File: config.mk
export PLATFORM = sky130hd
export DESIGN_NAME = pim_cmd_dispatcher
export DESIGN_NICKNAME = d
export VERILOG_FILES = /design/src/rtl/pim_cmd_dispatcher.sv
export SDC_FILE = /design/constraint.sdc
export NUM_CORES = 1
export LEC_CHECK = 0
export CAP_MARGIN = 40
export CORE_ASPECT_RATIO = 1.1
export CORE_MARGIN = 1
export CORE_UTILIZATION = 45
export CTS_CLUSTER_DIAMETER = 100
export DETAILED_ROUTE_END_ITERATION = 8
export PLACE_DENSITY = 0.65
export SLEW_MARGIN = 30
export SYNTH_ARGS = -nofsm -noshare
export SYNTH_HDL_FRONTEND = slang
export SYNTH_SLANG_ARGS = --single-unit
File: constraint.sdc
create_clock -name clk -period 7.2 [get_ports clk]
set_clock_uncertainty 0.1 [all_clocks]
set_input_delay 1.44 -clock clk [delete_from_list [all_inputs] [get_ports clk]]
set_output_delay 1.44 -clock clk [all_outputs]
set_load 0.01 [all_outputs]
File: src/rtl/pim_cmd_dispatcher.sv
// ---------------------------------------------------------------------------
// pim_cmd_dispatcher
//
// Queued, multi-channel command front end for the PIM matmul memory.
// Tagged commands are accepted over valid/ready into a small FIFO. Legal
// commands are issued one at a time to their target channel with a start
// pulse and a shared operand bus. Each channel is tracked for completion or
// timeout. Every command produces exactly one tagged response.
//
// Ports
//   clk, rst                     clock, asynchronous active-high reset
//   cmd_valid / cmd_ready        command handshake (ready = FIFO not full)
//   cmd_op, cmd_ch               operation (3 = reserved) and target channel
//   cmd_src1, cmd_src2, cmd_dst  operand addresses
//   cmd_tag                      tag given to a command accepted this cycle
//   ch_start                     per-channel start, held START_CYC cycles
//   ch_op, ch_src1/2, ch_dst     operands of the last issue (shared bus)
//   ch_done                      per-channel completion pulse
//   rsp_valid/tag/ch/status      one completion per cycle (0 OK,
//                                1 TIMEOUT, 2 REJECTED), no backpressure
//   err_spurious                 sticky flag: done seen on an idle channel
// ---------------------------------------------------------------------------
module pim_cmd_dispatcher #(
    parameter int LEN         = 32,
    parameter int DEPTH       = 4,
    parameter int NUM_CH      = 2,
    parameter int START_CYC   = 1,
    parameter int TIMEOUT_CYC = 1024,
    parameter int TAG_W       = 4,
    localparam int CH_W       = (NUM_CH > 1) ? $clog2(NUM_CH) : 1
) (
    input  logic              clk,
    input  logic              rst,
    input  logic              cmd_valid,
    output logic              cmd_ready,
    input  logic [1:0]        cmd_op,
    input  logic [CH_W-1:0]   cmd_ch,
    input  logic [LEN-1:0]    cmd_src1,
    input  logic [LEN-1:0]    cmd_src2,
    input  logic [LEN-1:0]    cmd_dst,
    output logic [TAG_W-1:0]  cmd_tag,
    output logic [NUM_CH-1:0] ch_start,
    output logic [1:0]        ch_op,
    output logic [LEN-1:0]    ch_src1,
    output logic [LEN-1:0]    ch_src2,
    output logic [LEN-1:0]    ch_dst,
    input  logic [NUM_CH-1:0] ch_done,
    output logic              rsp_valid,
    output logic [TAG_W-1:0]  rsp_tag,
    output logic [CH_W-1:0]   rsp_ch,
    output logic [1:0]        rsp_status,
    output logic              err_spurious
);

    localparam int PTR_W = (DEPTH > 1) ? $clog2(DEPTH) : 1;
    localparam int CNT_W = PTR_W + 1;
    localparam int TMR_W = $clog2(TIMEOUT_CYC + 1);
    localparam int SC_W  = $clog2(START_CYC + 1);

    localparam logic [1:0] OP_RSVD      = 2'd3;
    localparam logic [1:0] STS_OK       = 2'd0;
    localparam logic [1:0] STS_TIMEOUT  = 2'd1;
    localparam logic [1:0] STS_REJECTED = 2'd2;

    typedef struct packed {
        logic [1:0]       op;
        logic [CH_W-1:0]  ch;
        logic [LEN-1:0]   src1;
        logic [LEN-1:0]   src2;
        logic [LEN-1:0]   dst;
        logic [TAG_W-1:0] tag;
    } cmd_t;

    typedef enum logic {
        IDLE  = 1'b0,
        ISSUE = 1'b1
    } state_t;

    cmd_t              fifo_mem [DEPTH];
    logic [PTR_W-1:0]  wr_ptr;
    logic [PTR_W-1:0]  rd_ptr;
    logic [CNT_W-1:0]  count;
    logic [CNT_W-1:0]  count_next;
    logic [TAG_W-1:0]  tag_cnt;
    logic              push;
    logic              pop;
    logic              fifo_empty;
    cmd_t              head;
    logic              head_ch_ok;
    logic              head_legal;

    state_t            state;
    state_t            state_next;
    logic [SC_W-1:0]   start_cnt;
    logic              do_issue;
    logic              do_reject;

    logic [NUM_CH-1:0] busy;
    logic [NUM_CH-1:0] pend;
    logic [1:0]        pend_status [NUM_CH];
    logic [TAG_W-1:0]  busy_tag    [NUM_CH];
    logic [TMR_W-1:0]  timer       [NUM_CH];

    logic              rej_pend;
    logic [TAG_W-1:0]  rej_tag;
    logic [CH_W-1:0]   rej_ch;

    logic              grant_valid;
    logic [CH_W-1:0]   grant_idx;
    logic              rej_grant;

    assign push       = cmd_valid && cmd_ready;
    assign fifo_empty = (count == '0);
    assign head       = fifo_mem[rd_ptr];
    assign count_next = count + CNT_W'(push) - CNT_W'(pop);
    assign cmd_tag    = tag_cnt;

    // A channel index field wider than needed can name a channel that does
    // not exist; only then is a range check required.
    generate
        if ((1 << CH_W) > NUM_CH) begin : g_ch_check
            assign head_ch_ok = (int'(head.ch) < NUM_CH);
        end else begin : g_ch_all
            assign head_ch_ok = 1'b1;
        end
    endgenerate

    assign head_legal = (head.op != OP_RSVD) && head_ch_ok;

    // Command storage. The array itself needs no reset: the pointers and
    // count decide which entries are meaningful.
    always_ff @(posedge clk) begin
        if (push) begin
            fifo_mem[wr_ptr] <= '{op: cmd_op, ch: cmd_ch, src1: cmd_src1,
                                   src2: cmd_src2, dst: cmd_dst, tag: tag_cnt};
        end
    end

    // FIFO bookkeeping and tag counter. cmd_ready is registered from the
    // post-update count, so a slot freed by a pop only shows up one cycle
    // later.
    always_ff @(posedge clk or posedge rst) begin
        if (rst) begin
            wr_ptr    <= '0;
            rd_ptr    <= '0;
            count     <= '0;
            tag_cnt   <= '0;
            cmd_ready <= 1'b1;
        end else begin
            if (push) begin
                wr_ptr  <= wr_ptr + 1'b1;
                tag_cnt <= tag_cnt + 1'b1;
            end
            if (pop) begin
                rd_ptr <= rd_ptr + 1'b1;
            end
            count     <= count_next;
            cmd_ready <= (count_next < CNT_W'(DEPTH));
        end
    end

    // Issue decision. In IDLE the head is either issued (legal, channel
    // free), rejected (illegal, reject slot free) or left to block the
    // queue. ISSUE only times the start pulse.
    always_comb begin
        state_next = state;
        pop        = 1'b0;
        do_issue   = 1'b0;
        do_reject  = 1'b0;
        case (state)
            IDLE: begin
                if (!fifo_empty) begin
                    if (head_legal) begin
                        if (!busy[head.ch]) begin
                            pop        = 1'b1;
                            do_issue   = 1'b1;
                            state_next = ISSUE;
                        end
                    end else if (!rej_pend) begin
                        pop       = 1'b1;
                        do_reject = 1'b1;
                    end
                end
            end
            ISSUE: begin
                if (start_cnt == SC_W'(START_CYC - 1)) begin
                    state_next = IDLE;
                end
            end
            default: state_next = IDLE;
        endcase
    end

    // State register, start pulse and the shared operand bus. The bus keeps
    // the last issued operands until the next issue.
    always_ff @(posedge clk or posedge rst) begin
        if (rst) begin
            state     <= IDLE;
            start_cnt <= '0;
            ch_start  <= '0;
            ch_op     <= '0;
            ch_src1   <= '0;
            ch_src2   <= '0;
            ch_dst    <= '0;
        end else begin
            state <= state_next;
            if (do_issue) begin
                start_cnt <= '0;
                ch_start  <= NUM_CH'(1) << head.ch;
                ch_op     <= head.op;
                ch_src1   <= head.src1;
                ch_src2   <= head.src2;
                ch_dst    <= head.dst;
            end else if (state == ISSUE) begin
                if (start_cnt == SC_W'(START_CYC - 1)) begin
                    ch_start <= '0;
                end else begin
                    start_cnt <= start_cnt + 1'b1;
                end
            end
        end
    end

    // Per-channel tracking. A busy channel waits for done or timeout; done
    // wins when both land on the same edge. The channel stays busy until
    // its response has been emitted.
    always_ff @(posedge clk or posedge rst) begin
        if (rst) begin
            busy <= '0;
            pend <= '0;
            for (int c = 0; c < NUM_CH; c++) begin
                pend_status[c] <= STS_OK;
                busy_tag[c]    <= '0;
                timer[c]       <= '0;
            end
        end else begin
            for (int c = 0; c < NUM_CH; c++) begin
                if (do_issue && (head.ch == CH_W'(c))) begin
                    busy[c]     <= 1'b1;
                    pend[c]     <= 1'b0;
                    timer[c]    <= '0;
                    busy_tag[c] <= head.tag;
                end else if (grant_valid && (grant_idx == CH_W'(c))) begin
                    busy[c] <= 1'b0;
                    pend[c] <= 1'b0;
                end else if (busy[c] && !pend[c]) begin
                    if (ch_done[c]) begin
                        pend[c]        <= 1'b1;
                        pend_status[c] <= STS_OK;
                    end else if (timer[c] == TMR_W'(TIMEOUT_CYC - 1)) begin
                        pend[c]        <= 1'b1;
                        pend_status[c] <= STS_TIMEOUT;
                    end else begin
                        timer[c] <= timer[c] + 1'b1;
                    end
                end
            end
        end
    end

    // Single-entry slot holding a rejected command until it is reported,
    // plus the sticky spurious-done flag.
    always_ff @(posedge clk or posedge rst) begin
        if (rst) begin
            rej_pend     <= 1'b0;
            rej_tag      <= '0;
            rej_ch       <= '0;
            err_spurious <= 1'b0;
        end else begin
            if (do_reject) begin
                rej_pend <= 1'b1;
                rej_tag  <= head.tag;
                rej_ch   <= head.ch;
            end else if (rej_grant) begin
                rej_pend <= 1'b0;
            end
            if ((ch_done & ~busy) != '0) begin
                err_spurious <= 1'b1;
            end
        end
    end

    // Fixed-priority arbiter: scanning from the top down leaves the lowest
    // pending channel as the winner. The reject slot only goes out when no
    // channel is pending.
    always_comb begin
        grant_valid = 1'b0;
        grant_idx   = '0;
        for (int c = NUM_CH - 1; c >= 0; c--) begin
            if (pend[c]) begin
                grant_valid = 1'b1;
                grant_idx   = CH_W'(c);
            end
        end
    end

    assign rej_grant = !grant_valid && rej_pend;

    // Response outputs are decoded straight from the pending state so that
    // they read as zero whenever nothing is being reported.
    always_comb begin
        rsp_valid  = grant_valid || rej_pend;
        rsp_tag    = '0;
        rsp_ch     = '0;
        rsp_status = STS_OK;
        if (grant_valid) begin
            rsp_tag    = busy_tag[grant_idx];
            rsp_ch     = grant_idx;
            rsp_status = pend_status[grant_idx];
        end else if (rej_pend) begin
            rsp_tag    = rej_tag;
            rsp_ch     = rej_ch;
            rsp_status = STS_REJECTED;
        end
    end

endmodule

==> run notes, run 1 <==
Figures from the flow reports.

Outcome:
- The flow ran to the end, and the final reports show no timing, DRC or antenna violations.

Setup path:
- Data on the critical path is required at its endpoint by 5.66 ns.
- The run gives the worst setup slack for register-to-register paths as 3.32 ns.
- The launch point of the worst register-to-register path is recorded as rd_ptr[0].
- The run puts the biggest cell delay along the critical path at 0.60 ns.
- STA classifies the critical path startpoint as a flop.
- The cell sequence reported for the critical path is nor2b_1, a22oi_1, o21ai_0, clkdlybuf4s50_1.
- The run puts the critical path arrival at between 2 and 2.5 ns.
- The run gives the launch point of the critical path as pend[1].
- The timing report shows that the slowest cell on the worst path is clkdlybuf4s50_1.
- The run puts the peak fanout along the critical path at 14.
- The run gives the depth of the most critical reg-to-reg path as 7.
- STA classifies the critical path endpoint as an output port.
- Per STA, the endpoint of the critical path is rsp_tag[0].
- The run gives the endpoint of the lowest-slack register-to-register path as ch_src2[17].

Timing:
- The final timing report lists a hold violation count of 0.
- The run puts the slew of the pin with the lowest slew margin at 0.768 ns.
- The run gives the aggregate negative setup slack as 0 ns.
- The run puts the period utilization at 54.1%.
- The run gives the headroom to the max-slew limit as approximately 49%.
- The run gives the number of max-slew violations in the final report as 0.
- The run gives the maximum clock frequency as 257 MHz.
- The run gives the count of endpoints failing setup in the final report as 0.
- The run puts the worst hold slack at around 0.37 ns.
- The run gives the clock period minus worst slack as 3.90 ns.

Synth:
- The run gives the async set-or-reset flop fraction in the synthesized netlist as 27.5%.
- The run gives the library cell with the largest summed area after synthesis as edfxtp_1.
- The run puts the synthesized netlist net count at around 1.1k.
- The run gives the part of the Yosys area used for sequential elements as between 70% and 80%.
- The run gives the area share of the largest cell type after synthesis as 57.3%.
- The run gives the synthesized area as approximately 22000 um2.
- The run puts the post-synthesis cell type count at 47.
- The run gives the number of cell instances after yosys synthesis as roughly 1.0k.
- For reference, the top cells by area after synthesis are edfxtp_1, dfrtp_1, mux4_2.
- The run gives the yosys synthesis warning count as 0.
- The run gives the number of register bits inferred by synthesis as 568.
- The run gives the count of library flops with an enable pin as 412.
- The run puts the synthesized chip area reported by yosys at 21600 um2.
- A synthesized cell averages 21.4 um2.
- Among all flip-flop cells after synthesis, the most frequent one is edfxtp_1.

Pwr:
- The run puts the cell area power density at roughly 430 nW/um2.
- The run puts the total design power at 11500 uW.
- The run puts the maximum ir drop on the vdd rail at ~0.00025 V.
- The run gives the static leakage as 0.00949 uW.

Floorplanning:
- The chip occupies 48800 um2.
- The run puts the area of the core at 47000 um2.
- The run puts the die span in x at 211 um.
- The run puts the boundary pin count at about 220.
- For this configuration, the core starts out at a cell density of 45.9%.
- In this run the core area contains ~83 standard-cell rows.

Hold path:
- The most critical min-delay path falls under reg -> reg.

Cells and area:
- Summing all flip-flop and latch instances after layout gives 16300 um2.
- The run puts the total number of nets in the final design at 1379.
- By instance count after routing, the leading logic cell type is edfxtp_1.
- Ranking logic cells in the layout by count gives the top entries edfxtp_1, clkdlybuf4s50_1, dfrtp_1, mux4_2, mux2_4.
- The run puts the area growth from synthesis to layout at 22.8%.
- The run puts the share of post-route cells with drive strength above 1 at 24.8%.
- Counting the fill cells in the layout gives 3555.
- The run puts the area occupied by multi-input gates at 5070 um2.

Global route:
- The run puts the number of antenna violations at the first check in global routing at 12.
- The run gives the wire length of the first global-routing pass as 66200 um.
- The run puts the remaining global-route overflow at 0.
- The run gives the number of global-route vias before repair as 10.8k.
- The run puts the maximum number of pins on one net before global-route repair at approximately 80.

Clock network:
- For the worst-skew pair, the clock arrives at the later sink with an insertion delay of 0.60 ns.
- In this run the number of H-tree levels came out at 2.
- The run gives the cell resize tally after clock tree synthesis as 0.
- According to the CTS report, the clock sink count is about 570.
- Per the post-CTS timing run, clock transition at the registers of the reported paths is 0.06 ns.
- The run gives the TritonCTS clock tree as done.
- In this run the post-CTS setup repair buffer count came out at 0.
- The run gives the clock buffer count from CTS as around 55.
- The number of hold buffers added after CTS was 0.
- The run puts the buffer levels on the longest clock path at 3.
- The root buffer cell chosen for the clock tree is clkbuf_16.

Drt:
- The run puts the final antenna-violating net count at 0.
- The run puts the via density per instance at roughly 5.2.
- In the routed design, unresolved DRC markers number 0.
- The iteration count recorded for the first detailed-route pass is 5.
- The run gives the number of DRC markers in iteration 0 as 791.

Placement:
- The run puts the placed wire-length estimate after detailed placement at 27200 um.
- The run gives the routability-driven placement congestion ratio as roughly 0.78.

Run:
- Per the run summary, max-cap violations total 0.
- The run puts the number of warnings in the stage logs at 29.
==> run 1: sequential cells by signal, indices dropped and copies added (netlist names), 3 cells and up <==
register and flops:
rej_tag 4, fifo_mem 412, busy_tag 8, count 3, ch_src1 32, ch_src2 32
ch_dst 32, timer 22, cmd_tag 4
==> run 1: synth_stat cells, types with 2 or more instances <==
cell      number
edfxtp_1     412
nand2b_1       3
clkbuf_1      17
nor2_1        15
nand4_1        2
xor2_1         4
and4_1         2
mux2_2        15
and2_1         2
nor3_1         5
mux2_1        11
mux2i_1        3
o21ai_0       14
inv_1         12
dfrtp_1      155
mux2_4        87
o31ai_1       13
a21oi_1       23
buf_1          9
a22oi_1        3
a21o_1         3
nor3b_1        5
mux4_2       103
ha_1           9
nand3_1       11
or4_1          9
or3_1          6
and3_1         4
xnor2_1        6
nand2_1       20
buf_6         10
==> run 1: through the flow <==
step	instance area (um2)	cells	util (%)	worst slack (ns)
finish	26500	1954	56.3	3.30
CTS	26500	1948	56.2	3.21
global placement	24500	1837	52.0	2.90
global route	26500	1950	56.3	3.09
detailed placement	24700	1844	52.4	3.17
floorplan	21600	1009	-	1.46
==> run 1: where the power goes <==
part,internal [uW],switching (uW)
sequential,4330,470
clock,1620,1210
combinational,2260,1640
total,8210,3310
==> run 1: per-layer routing <==
metal	vias to the layer above	part of all wire (%)	GRT usage, %
li1	4588	-	-
met4	16	2.0	5.59
met3	86	6.4	4.74
met5	-	0.21	0
met1	5288	44	25.9
met2	257	47	27.5
==> run 1: cells by family (layout without fill, tap and decap cells) <==
logic type               count (synthesis)  in the layout  synth area share (%)
AND-OR/OR-AND                           62             62                  1.75
XOR/XNOR                                10             10                 0.406
adder cells (fa/ha/maj)                 10             10                 0.615
buffers and inverters                   50            353                  1.24
flip-flops                             568            568                  75.4
multiplexers                           219            219                  18.3
other                                    0              5                     0
AND/OR/NAND/NOR                         90             90                  2.27
==> run 1: worst min-delay path by stage <==
stage                        endpoint   startpoint  cells after the start
after global routing      ch_start[0]  ch_start[0]                      1
after global placement    ch_start[1]  ch_start[1]                      1
final                     ch_start[0]  ch_start[0]                      1
after floorplan             cmd_ready     count[1]                      1
after detailed placement  ch_start[0]  ch_start[0]                      1
after CTS                 ch_start[0]  ch_start[0]                      1
==> run 1: worst max-delay path, delay by kind of cell (launching register included) <==
kind | cells | cell delay, ns
buffers and inverters | 1 | 0.60
and+or+nand+nor | 1 | 0.26
AOI/OAI and AO/OA | 2 | 0.37
DFF | 1 | 0.52
==> run 1: layout make-up <==
type	instances	area share (%)
diodes	5	0.0472
clock buffers	74	5.85
clock inverters	30	0.954
inverters	12	0.189
multi-input cells	391	19.2
flip-flops and latches	568	61.5
well taps	637	3.01
repair buffers	237	9.35
Run 1, ports around the boundary:
Scale: 1 px per um. Pins as bars across the die edge, other pins in gray.
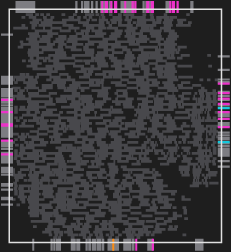
ch_op -> cyan  # pins 2, direction output, edge right
cmd_ready -> orange  # pins 1, direction output, edge bottom
cmd_dst -> magenta  # pins 32, direction input, edge 17 top, 7 right, 6 left, 2 bottom
number of buffers added on ports: 217
chip height: 232 um

Run 1, track usage over the die:
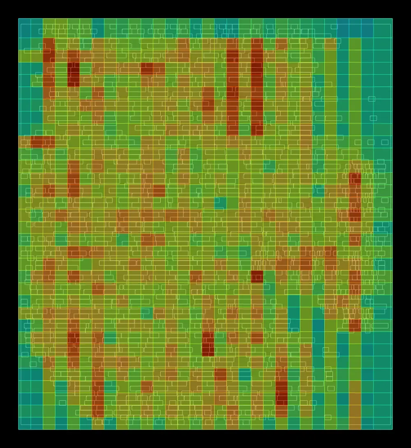
final standard cell utilization of the core: 56.3%
most utilized layer in the global route result: met2
met1 track demand over resource: 25.9%
total global routing track utilization: 18.2%
WL per Instance: 22.0 um

Run 1, wiring by layer:
Scale: 1.5 px per um.
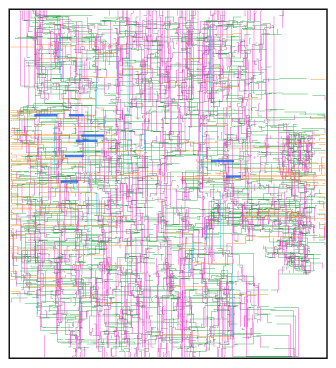
met1 -> green  # wire length 19000 um
met3 -> orange  # wire length 2750 um
met5 -> blue  # wire length 92.0 um
met2 -> magenta  # wire length 20.3 mm
met4 -> cyan  # wire length 879 um
DR vias: 10.2k
final WL: 43000 um

Run 1, register map, names as in the netlist:
Scale: 1 px per um.
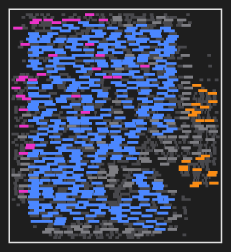
fifo_mem -> blue  # placed flops 412
timer -> orange  # placed flops 22
ch_src2 -> magenta  # placed flops 32
not colored = 102
Seq area share: 61.5%
Seq power: 4800 uW

Run 1, nets reached from selected ports:
Scale: 1.5 px per um.
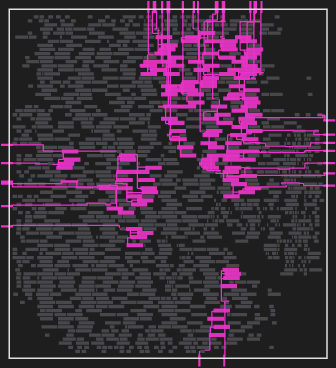

==> inputs of run 2 (changes only) <==
PLACE_DENSITY = 0.68   (was 0.65)
clock period = 3.3 ns   (was 7.2 ns; I/O delays follow)
Run 2, nets reached from selected ports:
Scale: 1.5 px per um.
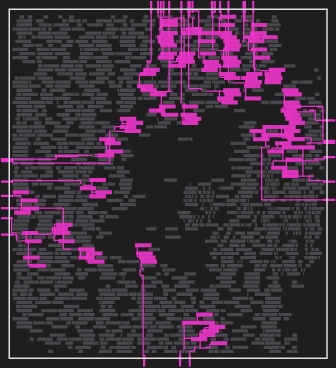
cmd_dst -> magenta  # bits 32, direction input, edge 16 top, 7 left, 6 right, 3 bottom, end cells 128, wire 2000 um
Top Ports: 218

==> run 2 against run 1 <==
  * Via count grew 0.57%
  * Core utilization grew 0.53 points
  * Critical path depth grew 7
  * Clock power grew 130%
  * Final cell count grew 0.67%
  * Synthesized cell count is the same
  * Final area grew 0.95%
  * Sequential cell count is the same
  * Sequential share of layout area shrank 0.58 points
  * Worst hold slack lost 0.077 ns
  * Largest cell class unchanged
==> run notes, run 2 <==
Figures from the flow reports.

Global route:
- The run gives the wire length of the first global-routing pass as 65400 um.
- The run gives the number of global-route vias before repair as between 10k and 15k.
- The run puts the number of antenna violations at the first check in global routing at 3.

Cells and area:
- The run gives the share of post-route cells with drive strength above 1 as 25.7%.
- The run gives the area growth from synthesis to layout as 24.0%.
- In the final layout, the fill cell count is 3540.
- fifo_mem holds more flip-flops than any other register.
- By instance count after routing, the leading logic cell type is edfxtp_1.
- The register with the most flip-flops in the layout has 412 of them.
- The run puts the total number of nets in the final design at 1393.

Synth:
- The run puts the synthesized netlist net count at 1123.
- Sorting the synthesized cells by area gives the leading types as edfxtp_1, dfrtp_1, mux4_2.
- The run gives the yosys synthesis warning count as 0.
- Yosys stat counts 1009 cells in the synthesized netlist.
- The run puts the synthesized area at approximately 22000 um2.
- The run puts the async set-or-reset flop fraction in the synthesized netlist at 27.5%.
- The run gives the count of library flops with an enable pin as about 410.
- The run puts the part of the Yosys area used for sequential elements at 75.4%.
- By count the netlist is led by edfxtp_1, dfrtp_1, mux4_2, mux2_4, a21oi_1.
- The run puts the number of register bits inferred by synthesis at 568.
- The run puts the area share of the largest cell type after synthesis at 57.3%.
- In the post-synthesis netlist, the cell with the most instances is edfxtp_1.

Floorplanning:
- In this run the vertical extent of the chip is 232 um.
- The run gives the area enclosed by the die boundary as 48800 um2.
- The run puts the area of the core at 47000 um2.

Outcome:
- The flow ran to the end, and the final reports show no timing, DRC or antenna violations.

Drt:
- The run gives the number of DRC markers in iteration 0 as between 500 and 600.
- In this run the remaining antenna-violating nets after routing total 0.
- The run puts the number of remaining DRC errors at 0.
- The run puts the via density per instance at 5.23.

Timing:
- The run gives the number of max-slew violations in the final report as 0.
- The run puts the clock period minus worst slack at 3.18 ns.
- The run puts the headroom to the max-slew limit at 41.1%.
- The run gives the aggregate negative setup slack as 0 ns.
- The run puts the number of endpoints with negative hold slack in the final report at 0.
- The run puts the count of endpoints failing setup in the final report at 0.
- The run gives the worst hold slack as 0.298 ns.
- In the finished design, the share of the clock period the worst path needs comes to 96.3%.

Clock network:
- Looking at the worst setup and hold paths, the clock pins of their registers show a slew of 0.06 ns.
- The number of hold buffers added after CTS was 0.
- The run puts the buffer levels on the longest clock path at 3.
- The H-tree was split into 2 levels.
- The run gives the master cell of the clock root buffer as clkbuf_16.

Setup path:
- The worst setup path is captured at a flop.
- The run puts the peak fanout along the critical path at 6.
- The worst register-to-register path has a setup slack of 0.12 ns.
- The run gives the element type at the critical path start as a flop.
- At the worst endpoint, the required time is 3.68 ns.
- STA puts the critical path data arrival time at 3.56 ns.

Run:
- The run puts the number of max-cap violations at 0.
- The tool warning count for the run is 32.

Pwr:
- The run gives the static leakage as around 0.0096 uW.

Placement:
- At the end of routability-driven placement, the weighted congestion stood at ~0.73.

Hold path:
- STA reports the tightest min-delay check as being of type in -> async.
Run 2, wiring by layer:
Scale: 1.5 px per um.
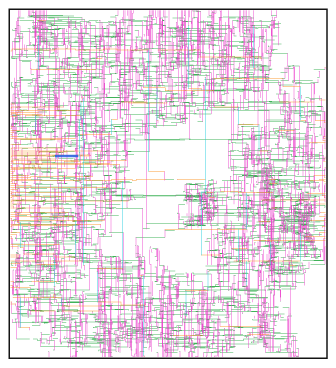
met5 -> blue  # wire length 13.8 um
met1 -> green  # wire length 17400 um
met2 -> magenta  # wire length 20.8 mm
met3 -> orange  # wire length 2930 um
met4 -> cyan  # wire length 888 um
WL per Instance: 21.4 um
final WL: 42000 um
total global routing track utilization: 17.8%

==> run 2: final timing paths <==
check                             from           to  cells past startpoint
max                          rd_ptr[0]     count[2]                     11
min                                rst    ch_dst[6]                      2
max reg2reg                  rd_ptr[0]     count[2]                     11
min reg2reg                ch_start[0]  ch_start[0]                      1
min in group clk           ch_start[0]  ch_start[0]                      1
max in group asynchronous          rst    cmd_ready                      3
==> run 2: layer usage <==
metal  global-route usage [%]  up-vias  share of wire [%]
met3                     5.24       63                7.0
met4                     6.09        2                2.1
met1                     22.4     5383                 41
met5                        0        -              0.031
met2                     29.5      235                 49
li1                         -     4610                  -
==> run 2: where the power goes <==
group          internal (uW)  switching (uW)  leakage, uW
Sequential              9440             786      0.00562
Clock                   3960            2630     0.000954
Combinational           5030            3750      0.00303
==> run 2: cell families after synthesis <==
group / after synthesis / synth area share (%)
fa+ha+maj: 10 / 0.615
xor+xnor: 10 / 0.406
compound gates: 62 / 1.75
mux: 219 / 18.3
flops: 568 / 75.4
simple gates: 90 / 2.27
buf+inv: 50 / 1.24
==> run 2: area by class of cell <==
type | count | area (um2) | area share, %
antenna | 2 | 5.00 | 0.0187
clock buffer | 80 | 1620 | 6.04
clock inverter | 28 | 327 | 1.22
inverter | 12 | 48.8 | 0.182
multi-input combinational | 391 | 5070 | 19.0
sequential | 568 | 16300 | 60.9
tap | 637 | 797 | 2.98
timing repair buffer | 249 | 2600 | 9.71
==> run 2: per-stage QoR <==
stage                     utilization, %  power, uW  std cells  setup WS [ns]  area, um2
final                               56.9      25600       1967          0.121      26800
after global routing                56.9      26900       1966       -0.00278      26700
after CTS                           56.8      26000       1964          0.128      26700
after detailed placement            52.7      19300       1856          0.150      24800
after global placement              52.6      19100       1854          0.196      24700
after floorplan                        -      16100       1009       0.000212      21600
==> run 2: critical path, stage by stage (launching register included) <==
cell and delay (ns):
dfrtp_4 0.46, mux4_2 0.56, mux2i_2 0.24, or4b_4 0.52, nand2_1 0.09, ha_1 0.12, inv_1 0.03, ha_1 0.18
fa_2 0.34, xnor2_1 0.20, xnor2_1 0.16, inv_1 0.06
==> run 2: repair_timing <==
action / in CTS / in global routing
setup buffers: 0 / 1
endpoints found under the setup margin: 0 / 1
endpoints found under the hold margin: 0 / 0
gates resized: 0 / 1
==> inputs of run 3 (changes only) <==
SLEW_MARGIN = 20   (was 30)
==> run 3 against run 2 <==
  * Core utilization down 0.11 points
  * Clock power down 3%
  * Largest power group unchanged
  * Worst setup slack got worse by 0.0030 ns
  * Wire length rose by 0.55%
  * Combinational power up 0.7%
  * Sequential cell count stayed put
  * Critical path depth did not move
  * Final area fell by 0.19%
==> run notes, run 3 <==
Figures from the flow reports.

Outcome:
- The flow ran to the end, and the final reports show no timing, DRC or antenna violations.

Cells and area:
- By instance count after routing, the leading logic cell type is edfxtp_1.
- The run gives the total number of nets in the final design as 1397.
- The top cell types in the final layout, fill and taps aside, are edfxtp_1, clkdlybuf4s50_1, dfrtp_1, mux4_2, mux2_4.
- The run puts the share of post-route cells with drive strength above 1 at 25.5%.
- The run gives the area growth from synthesis to layout as 23.7%.
- More flip-flops sit in one register than any other, and that register is fifo_mem.
- The run puts the number of flip-flops under the largest register name at 412.
- The run gives the number of fill cells in the layout as 3535.

Global route:
- The total overflow left after global routing is 0.
- Entering global routing, the biggest net connects between 100 and 150 pins.
- The number of antenna violations at the first check in global routing was 3.
- The run gives the number of global-route vias before repair as approximately 11k.
- The run puts the wire length of the first global-routing pass at 65800 um.

Placement:
- Once detailed placement completed, the half-perimeter wirelength came to 24300 um.
- The run gives the routability-driven placement congestion ratio as approximately 0.73.
- During placement, the flow inserted port buffers numbering 217.

Setup path:
- The critical path starts at rd_ptr[0].
- The critical path maximum fanout is 6.
- STA classifies the critical path endpoint as a flop.
- On the worst path, the slowest cell contributes a delay of around 0.57 ns.
- STA puts the critical path data arrival time at roughly 3.6 ns.
- In the setup report, the worst path falls into the class reg -> reg.
- The run puts the depth of the most critical reg-to-reg path at 11.
- The signal on the critical path passes through mux4_2, mux2i_2, or4b_4, nand2_1, ha_1, inv_1, ha_1, fa_2, xnor2_1, xnor2_1, inv_1.
- Looking at the critical path, the single cell with the biggest stage delay is mux4_2.
- In this run the critical register-to-register path is launched from rd_ptr[0].
- The run gives the element type at the critical path start as a flop.
- The run gives the required time at the endpoint of the critical path as about 3.7 ns.

Synth:
- By count the netlist is led by edfxtp_1, dfrtp_1, mux4_2, mux2_4, a21oi_1.
- The run gives the post-synthesis instance total as roughly 1k.
- The run gives the synthesized chip area reported by yosys as approximately 22000 um2.
- Looking at the gate-level netlist, the highest instance count belongs to edfxtp_1.
- The run puts the number of register bits inferred by synthesis at 568.
- Summing the sequential cell areas from Yosys gives 75.4% of the chip area.
- The run gives the average cell area after synthesis as 21.4 um2.
- The run gives the post-synthesis cell type count as 47.
- The number of nets in the synthesized netlist is 1123.
- Of the post-synthesis cell area, the dominant cell type holds 57.3%.
- The run gives the library cell with the largest summed area after synthesis as edfxtp_1.
- For this design, Yosys synthesis ends with a cell count of 1009.
- For reference, the top cells by area after synthesis are edfxtp_1, dfrtp_1, mux4_2.
- The run gives the primary flip-flop cell chosen by synthesis mapping as edfxtp_1.
- The run puts the count of library flops with an enable pin at between 400 and 500.
- The run gives the synthesized area as roughly 22000 um2.
- The run puts the yosys synthesis warning count at 0.
- The run puts the async set-or-reset flop fraction in the synthesized netlist at 27.5%.

Clock network:
- For this design, the sink count on the clock tree is 568.
- CTS built an H-tree with a depth of 2.
- The run puts the latest clock arrival within the worst-skew pair at 0.60 ns.
- The run gives the clock transition at the register clock pins on the worst setup and hold paths after CTS as around 0.060 ns.
- The tree is rooted in a clkbuf_16.
- TritonCTS built the clock tree.
- The clock passes through at most 3 buffers.
- Counting the buffers created by CTS gives roughly 57.
- The run puts the post-cts hold buffer count at 0.

Run:
- The run gives the number of warnings in the stage logs as 32.
- The number of maximum-capacitance violations recorded for the run is 0.

Drt:
- The run gives the number of DRC markers in iteration 0 as 518.
- The run puts the number of remaining DRC errors at 0.
- The run puts the via count at 10.4k.
- The run puts the final routed wirelength across all metal layers at 42200 um.
- The run puts the via density per instance at 5.27.
- In this run the remaining antenna-violating nets after routing total 0.
- The run gives the number of search-and-repair iterations in the first detailed-routing pass as 4.

Floorplanning:
- According to the floorplan log, the row count is a little over 80.
- The run puts the effective utilization at floorplan at a little under half.
- The run gives the boundary pin count as 218.
- The run gives the area enclosed by the die boundary as 48800 um2.
- Measured along the x axis, the die boundary spans roughly 210 um.
- The run puts the die boundary height at 232 um.
- The run puts the area of the core at 47000 um2.

Pwr:
- The highest supply drop recorded on VDD is 0.00120 V.
- The run gives the static leakage as 0.00958 uW.
- The flow reported a cell area power density of 955 nW/um2.

Timing:
- The worst path uses 96.4% of the clock period.
- The final timing report lists a hold violation count of 0.
- The run puts the clock period minus worst slack at 3.18 ns.
- Hold timing on the final database bottoms out at a slack of between 0.3 and 0.4 ns.
- The run puts the headroom to the max-slew limit at 39.1%.
- The run gives the slew of the pin with the lowest slew margin as 0.913 ns.
- The run puts the number of max-slew violations in the final report at 0.
- The highest clock rate this design can be run at is 314 MHz.
- The run gives the count of endpoints failing setup in the final report as 0.

Hold path:
- The tightest min-delay check is of the in -> async type.
==> run 3: worst paths after layout <==
check,endpoint,slack (ns)
worst max-delay path,count[2],0.12
worst min-delay path,ch_dst[8],0.30
worst max register to register,count[2],0.12
worst min register to register,ch_src1[25],0.40
max in group asynchronous,ch_src1[9],2.13
min in group clk,ch_src1[25],0.40
==> run 3: per-stage QoR <==
step	TNS (ns)	cell area [um2]	total power, uW	cells	setup WS (ns)
2_1_floorplan	0	21600	16100	1009	0.000212
3_3_place_gp	0	24700	19100	1854	0.196
3_5_place_dp	0	24800	19300	1859	0.130
4_1_cts	0	26700	25900	1963	0.132
5_1_grt	-0.0180	26700	26800	1966	-0.0180
6_report	0	26700	25500	1967	0.118
==> run 3: final cells by class <==
cell class	count	area [um2]	share of cell area [%]
diodes	2	5.00	0.0187
clock buffers	76	1540	5.76
clock inverters	28	329	1.23
inverters	12	48.8	0.183
multi-input cells	391	5060	19.0
flip-flops and latches	568	16300	61.0
well taps	637	797	2.99
repair buffers	253	2630	9.86
==> run 3: repair_timing <==
| item | in CTS | in global routing |
|---|---|---|
| endpoints found under the setup margin | 0 | 1 |
| endpoints found under the hold margin | 0 | 0 |
| resized | 0 | 1 |
| buffers inserted | 0 | 2 |
==> run 3: worst max-delay path, delay by kind of cell (launching register included) <==
| kind | cells | cell delay, ns |
|---|---|---|
| buffers and inverters | 2 | 0.10 |
| and+or+nand+nor | 2 | 0.61 |
| DFF | 1 | 0.46 |
| adders and majority gates | 3 | 0.64 |
| xor gates and xnor gates | 2 | 0.36 |
| muxes | 2 | 0.81 |
==> run 3: kinds of logic after synthesis <==
| logic type | Yosys count | share of synthesized area, % |
|---|---|---|
| compound gates | 62 | 1.75 |
| xor+xnor | 10 | 0.406 |
| fa+ha+maj | 10 | 0.615 |
| buf+inv | 50 | 1.24 |
| flops | 568 | 75.4 |
| mux | 219 | 18.3 |
| simple gates | 90 | 2.27 |
==> run 3: power by group <==
part,leakage (uW),switching [uW],internal (uW)
Combinational,0.00305,3780,5060
Sequential,0.00562,789,9440
Clock,0.000910,2610,3810
==> run 3: per-layer routing <==
metal  vias up  global-route usage, %  wire length, um
li1       4615                      -                -
met1      5458                   22.6            17500
met2       231                   29.8            21100
met3        58                   5.14             2800
met4         0                   5.77              901
met5         -                      0                0
Run 3, track usage over the die:
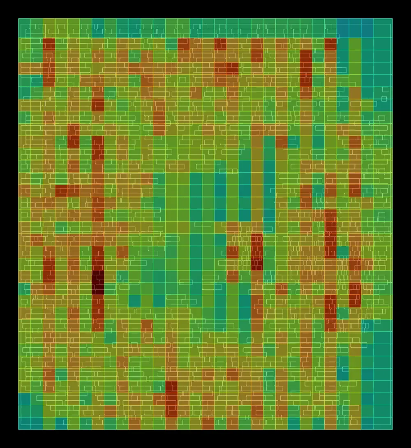
WL per Instance: 21.5 um
final standard cell utilization of the core: 56.8%
met1 track demand over resource: 22.6%
grt met2 use: 29.8%
total global routing track utilization: 17.9%

Run 3, register map, names as in the netlist:
Scale: 1 px per um.
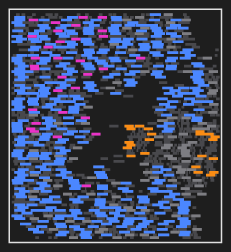
ch_src2 -> magenta  # placed flops 32
fifo_mem -> blue  # placed flops 412, where widely spread
timer -> orange  # placed flops 22
not colored = 102
Seq power: 10200 uW
Storage cell area: 16300 um2
Seq area share: 61.0%

Power and IR drop assume default switching activity.
